### src/rtl/cross_corr_pkg.sv
// Shared widths, FSM state and pipeline token for the cross-correlation sequencer.
package cross_corr_pkg;
  localparam int IMG_WIDTH_G  = 10;
  localparam int TMPL_WIDTH_G = 8;
  localparam int RESULT_WIDTH = 32;
  localparam int IMG_ADDR_W   = IMG_WIDTH_G + TMPL_WIDTH_G;
  localparam int TMPL_ADDR_W  = 2 * TMPL_WIDTH_G;

  typedef enum logic [1:0] {IDLE, ISSUE, DRAIN} state_t;

  typedef struct packed {
    logic                   vld;
    logic                   first;
    logic                   last;
    logic [IMG_WIDTH_G-1:0] x;
  } token_t;

  function automatic logic cfg_valid(input logic [IMG_WIDTH_G-1:0]  img_cols,
                                     input logic [TMPL_WIDTH_G-1:0] tmpl_cols,
                                     input logic [TMPL_WIDTH_G-1:0] tmpl_rows);
    return (img_cols != '0) && (tmpl_cols != '0) && (tmpl_rows != '0) &&
           (IMG_WIDTH_G'(tmpl_cols) <= img_cols);
  endfunction
endpackage

### src/rtl/cross_corr_addr_gen.sv
// Window/row/column walker: produces image and template pixel addresses
// incrementally (no multipliers) plus first/last/final flags for the current pixel.
module cross_corr_addr_gen
  import cross_corr_pkg::*;
(
  input  logic                    clk,
  input  logic                    rst,
  input  logic                    load,
  input  logic                    adv,
  input  logic [IMG_WIDTH_G-1:0]  img_cols_i,
  input  logic [TMPL_WIDTH_G-1:0] tmpl_cols_i,
  input  logic [TMPL_WIDTH_G-1:0] tmpl_rows_i,
  output logic [IMG_ADDR_W-1:0]   img_addr_o,
  output logic [TMPL_ADDR_W-1:0]  tmpl_addr_o,
  output logic [IMG_WIDTH_G-1:0]  x_o,
  output logic                    first_o,
  output logic                    last_o,
  output logic                    final_o
);
  logic [IMG_WIDTH_G-1:0]  img_cols_q, x_max_q, x_q;
  logic [TMPL_WIDTH_G-1:0] c_max_q, r_max_q, c_q, r_q;
  logic [IMG_ADDR_W-1:0]   row_base_q;
  logic                    c_wrap, r_wrap, x_wrap;

  assign c_wrap      = (c_q == c_max_q);
  assign r_wrap      = (r_q == r_max_q);
  assign x_wrap      = (x_q == x_max_q);
  assign first_o     = (c_q == '0) && (r_q == '0);
  assign last_o      = c_wrap && r_wrap;
  assign final_o     = c_wrap && r_wrap && x_wrap;
  assign x_o         = x_q;

  always_ff @(posedge clk or negedge rst) begin
    if (!rst) begin
      img_cols_q  <= '0;
      x_max_q     <= '0;
      c_max_q     <= '0;
      r_max_q     <= '0;
      c_q         <= '0;
      r_q         <= '0;
      x_q         <= '0;
      row_base_q  <= '0;
      img_addr_o  <= '0;
      tmpl_addr_o <= '0;
    end else if (load) begin
      img_cols_q  <= img_cols_i;
      x_max_q     <= img_cols_i - IMG_WIDTH_G'(tmpl_cols_i);
      c_max_q     <= tmpl_cols_i - TMPL_WIDTH_G'(1);
      r_max_q     <= tmpl_rows_i - TMPL_WIDTH_G'(1);
      c_q         <= '0;
      r_q         <= '0;
      x_q         <= '0;
      row_base_q  <= '0;
      img_addr_o  <= '0;
      tmpl_addr_o <= '0;
    end else if (adv) begin
      if (!c_wrap) begin
        c_q         <= c_q + TMPL_WIDTH_G'(1);
        img_addr_o  <= img_addr_o + IMG_ADDR_W'(1);
        tmpl_addr_o <= tmpl_addr_o + TMPL_ADDR_W'(1);
      end else if (!r_wrap) begin
        // next template row: step the image row base by one full image line
        c_q         <= '0;
        r_q         <= r_q + TMPL_WIDTH_G'(1);
        row_base_q  <= row_base_q + IMG_ADDR_W'(img_cols_q);
        img_addr_o  <= row_base_q + IMG_ADDR_W'(img_cols_q) + IMG_ADDR_W'(x_q);
        tmpl_addr_o <= tmpl_addr_o + TMPL_ADDR_W'(1);
      end else begin
        c_q         <= '0;
        r_q         <= '0;
        x_q         <= x_q + IMG_WIDTH_G'(1);
        row_base_q  <= '0;
        img_addr_o  <= IMG_ADDR_W'(x_q) + IMG_ADDR_W'(1);
        tmpl_addr_o <= '0;
      end
    end
  end
endmodule

### src/rtl/cross_corr_ctrl.sv
// Cross-correlation sequencer: start/done handshake, pixel issue FSM, BRAM-latency
// token pipeline driving MAC clear/enable and response BRAM writes.
module cross_corr_ctrl
  import cross_corr_pkg::*;
#(
  parameter int RD_LAT_G = 1
) (
  input  logic                    clk,
  input  logic                    rst,
  input  logic                    start_i,
  output logic                    ready_o,
  output logic                    done_o,
  output logic                    cfg_err_o,
  input  logic                    stall_i,
  input  logic [IMG_WIDTH_G-1:0]  cfg_img_cols_i,
  input  logic [TMPL_WIDTH_G-1:0] cfg_tmpl_cols_i,
  input  logic [TMPL_WIDTH_G-1:0] cfg_tmpl_rows_i,
  output logic                    mem_en_o,
  output logic [IMG_ADDR_W-1:0]   img_addr_o,
  output logic [TMPL_ADDR_W-1:0]  tmpl_addr_o,
  output logic                    mac_en_o,
  output logic                    mac_clr_o,
  output logic                    res_we_o,
  output logic [IMG_WIDTH_G-1:0]  res_addr_o
);
  state_t                  state;
  token_t                  tok_p0;
  token_t                  tok_p [1:RD_LAT_G];
  logic                    cfg_ok, accept, issue, pipe_busy, rej_q;
  logic [IMG_ADDR_W-1:0]   gen_img_addr;
  logic [TMPL_ADDR_W-1:0]  gen_tmpl_addr;
  logic [IMG_WIDTH_G-1:0]  gen_x;
  logic                    gen_first, gen_last, gen_final;

  assign cfg_ok = cfg_valid(cfg_img_cols_i, cfg_tmpl_cols_i, cfg_tmpl_rows_i);
  assign accept = (state == IDLE) && start_i && cfg_ok;
  assign issue  = (state == ISSUE) && !stall_i;

  cross_corr_addr_gen u_addr_gen (
    .clk        (clk),
    .rst        (rst),
    .load       (accept),
    .adv        (issue),
    .img_cols_i (cfg_img_cols_i),
    .tmpl_cols_i(cfg_tmpl_cols_i),
    .tmpl_rows_i(cfg_tmpl_rows_i),
    .img_addr_o (gen_img_addr),
    .tmpl_addr_o(gen_tmpl_addr),
    .x_o        (gen_x),
    .first_o    (gen_first),
    .last_o     (gen_last),
    .final_o    (gen_final)
  );

  always_comb begin
    pipe_busy = tok_p0.vld;
    for (int i = 1; i <= RD_LAT_G; i++) pipe_busy = pipe_busy | tok_p[i].vld;
  end

  // Stage p0: issue a pixel read and launch its token
  always_ff @(posedge clk or negedge rst) begin
    if (!rst) begin
      state       <= IDLE;
      ready_o     <= 1'b1;
      done_o      <= 1'b0;
      rej_q       <= 1'b0;
      cfg_err_o   <= 1'b0;
      mem_en_o    <= 1'b0;
      img_addr_o  <= '0;
      tmpl_addr_o <= '0;
      tok_p0      <= '0;
    end else begin
      done_o   <= rej_q;
      rej_q    <= 1'b0;
      mem_en_o <= 1'b0;
      tok_p0   <= '0;
      case (state)
        IDLE: begin
          if (start_i) begin
            if (cfg_ok) begin
              cfg_err_o <= 1'b0;
              ready_o   <= 1'b0;
              state     <= ISSUE;
            end else begin
              cfg_err_o <= 1'b1;
              rej_q     <= 1'b1;
            end
          end
        end
        ISSUE: begin
          if (!stall_i) begin
            mem_en_o    <= 1'b1;
            img_addr_o  <= gen_img_addr;
            tmpl_addr_o <= gen_tmpl_addr;
            tok_p0      <= '{vld: 1'b1, first: gen_first, last: gen_last, x: gen_x};
            if (gen_final) state <= DRAIN;
          end
        end
        DRAIN: begin
          if (res_we_o && !pipe_busy) begin
            state   <= IDLE;
            ready_o <= 1'b1;
            done_o  <= 1'b1;
          end
        end
        default: state <= IDLE;
      endcase
    end
  end

  // Stages p1..pRD_LAT: token rides alongside the BRAM read; final stage writes the accumulator out
  always_ff @(posedge clk or negedge rst) begin
    if (!rst) begin
      for (int i = 1; i <= RD_LAT_G; i++) tok_p[i] <= '0;
      res_we_o   <= 1'b0;
      res_addr_o <= '0;
    end else begin
      tok_p[1] <= tok_p0;
      for (int i = 2; i <= RD_LAT_G; i++) tok_p[i] <= tok_p[i-1];
      res_we_o <= tok_p[RD_LAT_G].vld && tok_p[RD_LAT_G].last;
      if (tok_p[RD_LAT_G].vld && tok_p[RD_LAT_G].last) res_addr_o <= tok_p[RD_LAT_G].x;
    end
  end

  assign mac_en_o  = tok_p[RD_LAT_G].vld;
  assign mac_clr_o = tok_p[RD_LAT_G].vld && tok_p[RD_LAT_G].first;
endmodule

### config.mk
export PLATFORM = sky130hd
export DESIGN_NAME = cross_corr_ctrl
export DESIGN_NICKNAME = d
export VERILOG_FILES = /design/src/rtl/cross_corr_pkg.sv /design/src/rtl/cross_corr_addr_gen.sv /design/src/rtl/cross_corr_ctrl.sv
export SDC_FILE = /design/constraint.sdc
export NUM_CORES = 1
export LEC_CHECK = 0
export CAP_MARGIN = 20
export CORE_AREA = 2 2 175 160
export CTS_BUF_LIST = sky130_fd_sc_hd__clkbuf_16
export DETAILED_ROUTE_END_ITERATION = 10
export DIE_AREA = 0 0 177 162
export HOLD_SLACK_MARGIN = 0.06
export SKIP_LAST_GASP = 1
export SYNTH_ARGS = -nofsm -noshare
export SYNTH_HDL_FRONTEND = slang
export SYNTH_HIERARCHICAL = 1
export SYNTH_SLANG_ARGS = --single-unit
### constraint.sdc
create_clock -name clk -period 3.95 [get_ports clk]
set_input_delay 0.79 -clock clk [delete_from_list [all_inputs] [get_ports clk]]
set_output_delay 0.79 -clock clk [all_outputs]
set_load 0.01 [all_outputs]
==> flow_summary.toml, run 1 <==
# generated from flow reports
[clocking]
cts_made_buffers = 17
cts_max_level = 4
cts_sinks = 191
cts_tree = "built"
cts_hold_buf = 0
clk_latency_ps = 440
cts_root_buf = "clkbuf_16"

[yosys]
topCellsByArea = "dfrtp_1 45%, ha_1 5.5%, xnor2_1 4.9%"
ys_warn_count = 6
largest_area_cell = "dfrtp_1"
flop_cell = "dfrtp_1"
syn_area_per_cell_um2 = 9.87
most_common_cell = "dfrtp_1"
ys_cells = 1078
async_reset_ff_share_pct = 100
ys_types = 78
top_cell_area_share_pct = 44.7
ys_ff = 191
syn_nets = 1158

[final_layout]
sh_comb_area_pct = 43.8
logic_area_mm2 = 0.00552
flops = 191
drive_above_1_share_pct = 11.4
fillCellCount = 2546
buffers = 111
clk_share_pct = 4.57
seq_share_pct = 38.0
area_share_nonclk_buffers_pct = 8.63

[sta]
max_freq_mhz = 268
whs_ps = 346
final_max_slew_viol_count = 0
finalCriticalPeriod_ps = 3730
rsz0062_at_grt = "yes"
timing.final.ws_setup_ps = 224
hold_violations = 0
tightest_slew_ps = 849

[grt]
overflow = 0
grt_pass1_vias = 7982
grt_max_degree = 99

[place]
place_ws_ps = 107
dpl-instance-area_mm2 = 0.0120
dpl.cell_count = 1504
io_buffers = 80

[hold_path]
hp-start = "tok_p0[5]"
hold_class = "reg2reg"
min_path_cells = 0
hold_end = "tok_p[5]"

[setup_path]
r2r_start = "u_addr_gen/img_cols_q[0]"
rrSetupSlack_ps = 220
worst_path_largest_cell_delay_ps = 400
crit_end = "u_addr_gen/img_addr_o[12]"
crit_required_ps = 4310
critPathSlowestCell = "fa_1"
cp.depth = 14
worst-r2r-cell-count = 14
critPathKind = "reg2reg"
crit_fanout = 5
start_kind = "register"

[power]
powerDensity_mw_per_mm2 = 305
ir_worst_vdd_mv = 0.261

[floorplan]
nWellTaps = 354
die_area_mm2 = 0.0287
die_h_um = 162
ios = 81
rows = 57

[outcome]
status = "finished clean"

[drt]
postRouteAntennaNets = 0
viasPerCell = 5.35
dr.pass1.iters = 5

[run]
cap_violations = 0
warnings = 31
-- run 1: routing by layer --
metal	wire length, um	up-vias	track usage (%)
met1	12500	4003	26.9
met2	11600	168	28.9
met5	0	-	0
met3	1150	13	3.25
met4	187	0	3.94
li1	-	4028	-
-- run 1: kinds of logic (layout without fill, tap and decap cells) --
family                     after synthesis  count (layout)  share of synthesized area (%)
AOI/OAI and AO/OA                      242             242                           14.7
xor gates and xnor gates                90              90                           7.41
adders and majority gates               50              50                           6.09
buffers and inverters                   88             192                           3.62
DFF                                    191             191                           44.9
muxes                                   59              59                           6.21
and+or+nand+nor                        358             358                           17.1
-- run 1: cell usage in the layout (no fill, tap or decap), drive strengths merged, types with 9 or more instances in the layout --
master	netlist	final
nor2b	10	10
clkdlybuf4s50	0	79
o21ai	89	89
a21oi	43	43
and2	20	20
nor4	10	10
a21o	9	9
nand4	19	19
nand3	36	36
xor2	30	30
nand2	99	99
nor2	85	85
ha	47	47
and3	25	25
inv	48	57
dfrtp	190	190
a22oi	9	9
xnor2	60	60
nor3	19	19
clkbuf	23	18
mux2	56	56
o31ai	12	12
buf	15	31
a22o	11	11
o21a	10	10
-- run 1: report_power, final --
part | internal, mW | switching [mW]
clock | 0.845 | 0.842
sequential | 1.96 | 0.00571
combinational | 0.0799 | 0.116
total | 2.88 | 0.963
-- run 1: what timing repair did --
| action | in CTS | in global routing |
|---|---|---|
| setup buffers | 0 | 0 |
| setup endpoints to repair | 0 | 6 |
| gates resized | 0 | 5 |
-- run 1: per-stage QoR --
step,TNS [ps],utilization [%]
after floorplan,0,-
after global placement,0,44.8
after detailed placement,0,44.8
after CTS,0,46.9
after global routing,-12.2,47.1
final,0,47.1
run_1/clk_routes.png
The bar under the picture is 50 um long.
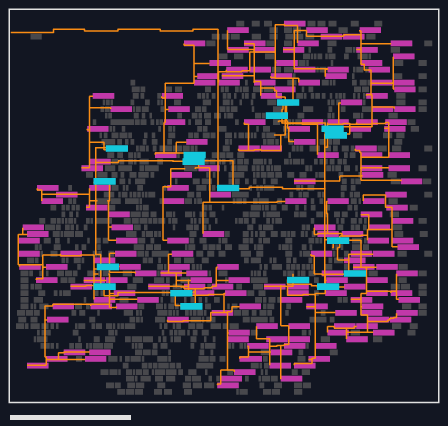
Key: magenta = flip-flops [count 191]; cyan = clock drivers [count 17]; orange = clock wires [length 2420 um]
Position of the flops: all over the die.
Post-Route Skew: 10.9 ps
clock power share: 43.8%

run_1/metal_density.png
The die is cut into 35 by 32 equal tiles; dark blue is low, red is high, scaled to the fullest tile. Values are wire area over tile area, all layers added.
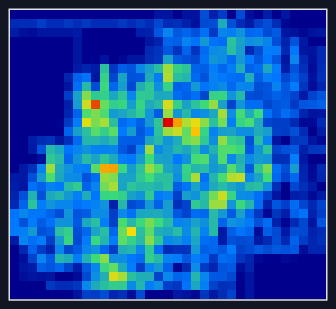
The mean over all tiles is 0.14. The densest ninth of the die: center. The fullest tile reaches 0.64. The emptiest ninth of the die: north-west. 6.5% of the tiles are over half the peak. 19% of the tiles are nearly empty.
Tot GR Track Use: 18.5%
WL final: 25400 um
WL per Instance: 16.6 um
DR vias: 8212

run_1/layer_met4.png
Cells faint in the background.
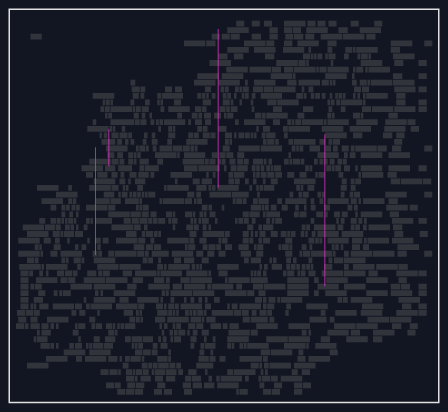
The wires run mostly vertical. The layer carries 187 um of wire. The layer holds 0.73% of the routed length. 3 nets have wire on it.

run_1/placement_by_type.png
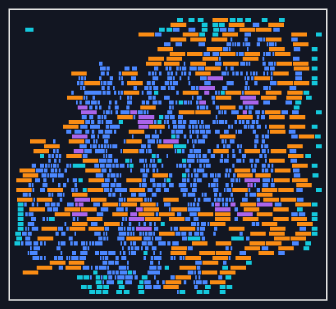

==> run 1 -> run 2 <==
--- a/config.mk
+++ b/config.mk
@@ -11,7 +11,9 @@
 export DETAILED_ROUTE_END_ITERATION = 10
 export DIE_AREA = 0 0 177 162
 export HOLD_SLACK_MARGIN = 0.06
+export PLACE_DENSITY_LB_ADDON = 0.12
 export SKIP_LAST_GASP = 1
+export SLEW_MARGIN = 0
 export SYNTH_ARGS = -nofsm -noshare
 export SYNTH_HDL_FRONTEND = slang
 export SYNTH_HIERARCHICAL = 1
run_2/placement_by_type.png
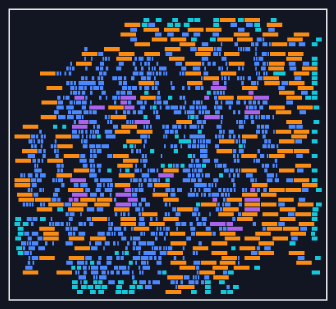
Key: blue = combinational and other logic [cells 848]; cyan = remaining buffers and delay cells [cells 121]; purple = clock drivers and dummy loads [cells 32]; orange = sequential cells [cells 191]
register share of the cell area: 37.8%
Core Util, Final: 47.3%
post-route design area: 0.0127 mm^2
row count: 57

run_2/clk_routes.png
The bar under the picture is 50 um long.
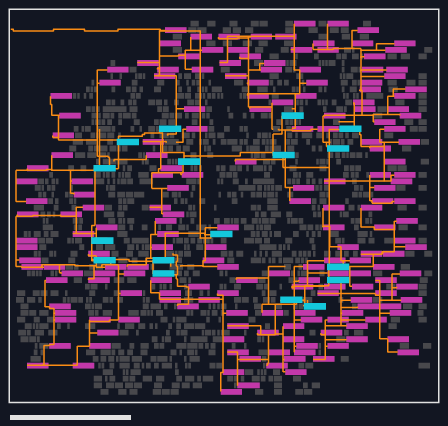
Key: magenta = flip-flops [count 191]; orange = clock wires [length 2560 um]; cyan = clock drivers [count 17]
Position of the flops: all over the die.
Clock group: 1.73 mW
clock power share: 44.5%
clk ins delay skew pair: 450 ps

run_2/metal_density.png
The die is cut into 35 by 32 equal tiles; dark blue is low, red is high, scaled to the fullest tile. Values are wire area over tile area, all layers added.
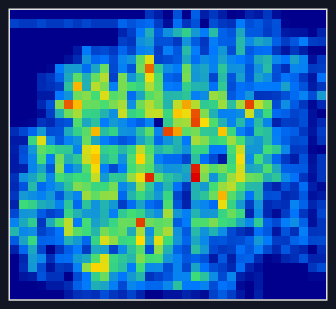
16% of the tiles are over half the peak. The fullest tile reaches 0.51. 13% of the tiles are nearly empty.
Tot GR Track Use: 18.9%
WL final: 25800 um
DR vias: 8163
WL per Instance: 16.7 um

==> run 2 against run 1 <==
Synthesized area is the same; sequential power about the same; die area is the same; global-route usage rose by 0.38 points; design area rose by 0.52%; count of clock-buffer cells in the layout stayed put; synthesized cell count is the same; power grew 1.3%; core utilization increased by 0.24 points; combinational power about the same.
==> flow_summary.toml, run 2 <==
# generated from flow reports
[outcome]
status = "finished clean"

[drt]
postRouteAntennaNets = 0
viasPerCell = 5.28

[setup_path]
crit_fanout = 5
worst_path_largest_cell_delay_ps = 500
critPathSlowestCell = "or4b_1"
crit_required_ps = 4330
start_kind = "register"
critPathKind = "reg2reg"
worst-r2r-cell-count = 16

[yosys]
ys_ff = 191
flop_cell = "dfrtp_1"
top_cell_area_share_pct = 44.7
syn_area_per_cell_um2 = 9.87
ys_warn_count = 6
ys_types = 78
ys_cells = 1078
async_reset_ff_share_pct = 100

[grt]
grt_pass1_vias = 7819
overflow = 0

[power]
power_leader = "sequential cells"
seq_power_share_pct = 50.4
p_comb_mw = 0.199
p_sw_share_pct = 25.7
combPwrFrac_pct = 5.1

[sta]
finalCriticalPeriod_ps = 3730
finClkSkew_ps = 33.4
final_max_slew_viol_count = 0
tightest_slew_ps = 829
hold_violations = 0
max_freq_mhz = 268
tns_ps = 0

[run]
warnings = 31
cap_violations = 0

[floorplan]
die_h_um = 162
die_area_mm2 = 0.0287
ios = 81

[clocking]
cts_sinks = 191
cts_max_level = 4
cts_made_buffers = 17
cts_setup_buffers = 0

[hold_path]
min_path_cells = 0

[final_layout]
layout_top_cell = "dfrtp_1"
fillCellCount = 2555

[place]
io_buffers = 80
dpl-instance-area_mm2 = 0.0120
run 2: per-layer routing:
metal  track usage (%)  part of all wire (%)  vias up  wire length, um
met2              27.9                    44      154            11500
met1              28.5                    50     3951            13000
met5                 0                     0        -                0
met3              2.81                   4.0       23             1030
li1                  -                     -     4035                -
met4              5.48                   1.3        0              343
run 2: worst max-delay path by stage:
stage                        startpoint                   endpoint  slack, ps  cells past startpoint
2_1_floorplan  u_addr_gen/img_cols_q[0]  u_addr_gen/img_addr_o[17]        740                     17
3_3_place_gp          cfg_img_cols_i[5]  u_addr_gen/img_addr_o[17]        200                     12
3_5_place_dp         cfg_tmpl_cols_i[2]  u_addr_gen/img_addr_o[17]        110                     11
4_1_cts        u_addr_gen/img_cols_q[0]  u_addr_gen/img_addr_o[17]        160                     18
5_1_grt        u_addr_gen/img_cols_q[0]  u_addr_gen/img_addr_o[17]          3                     16
6_report       u_addr_gen/img_cols_q[2]  u_addr_gen/img_addr_o[17]        220                     16
run 2: logic make-up after synthesis:
| logic type | share of synthesized area [%] |
|---|---|
| DFF | 44.9 |
| xor gates and xnor gates | 7.41 |
| and+or+nand+nor | 17.1 |
| muxes | 6.21 |
| adders and majority gates | 6.09 |
| buffers and inverters | 3.62 |
| AOI/OAI and AO/OA | 14.7 |
run 2: final cells by class:
| type | count | area, um^2 | area share, % |
|---|---|---|---|
| clock buffer | 17 | 425 | 3.36 |
| clock inverter | 15 | 165 | 1.30 |
| inverter | 49 | 184 | 1.45 |
| multi-input combinational | 799 | 5520 | 43.6 |
| sequential | 191 | 4780 | 37.8 |
| tap | 354 | 443 | 3.50 |
| timing repair buffer | 121 | 1140 | 8.99 |
Power is estimated from default activity; no workload was simulated.
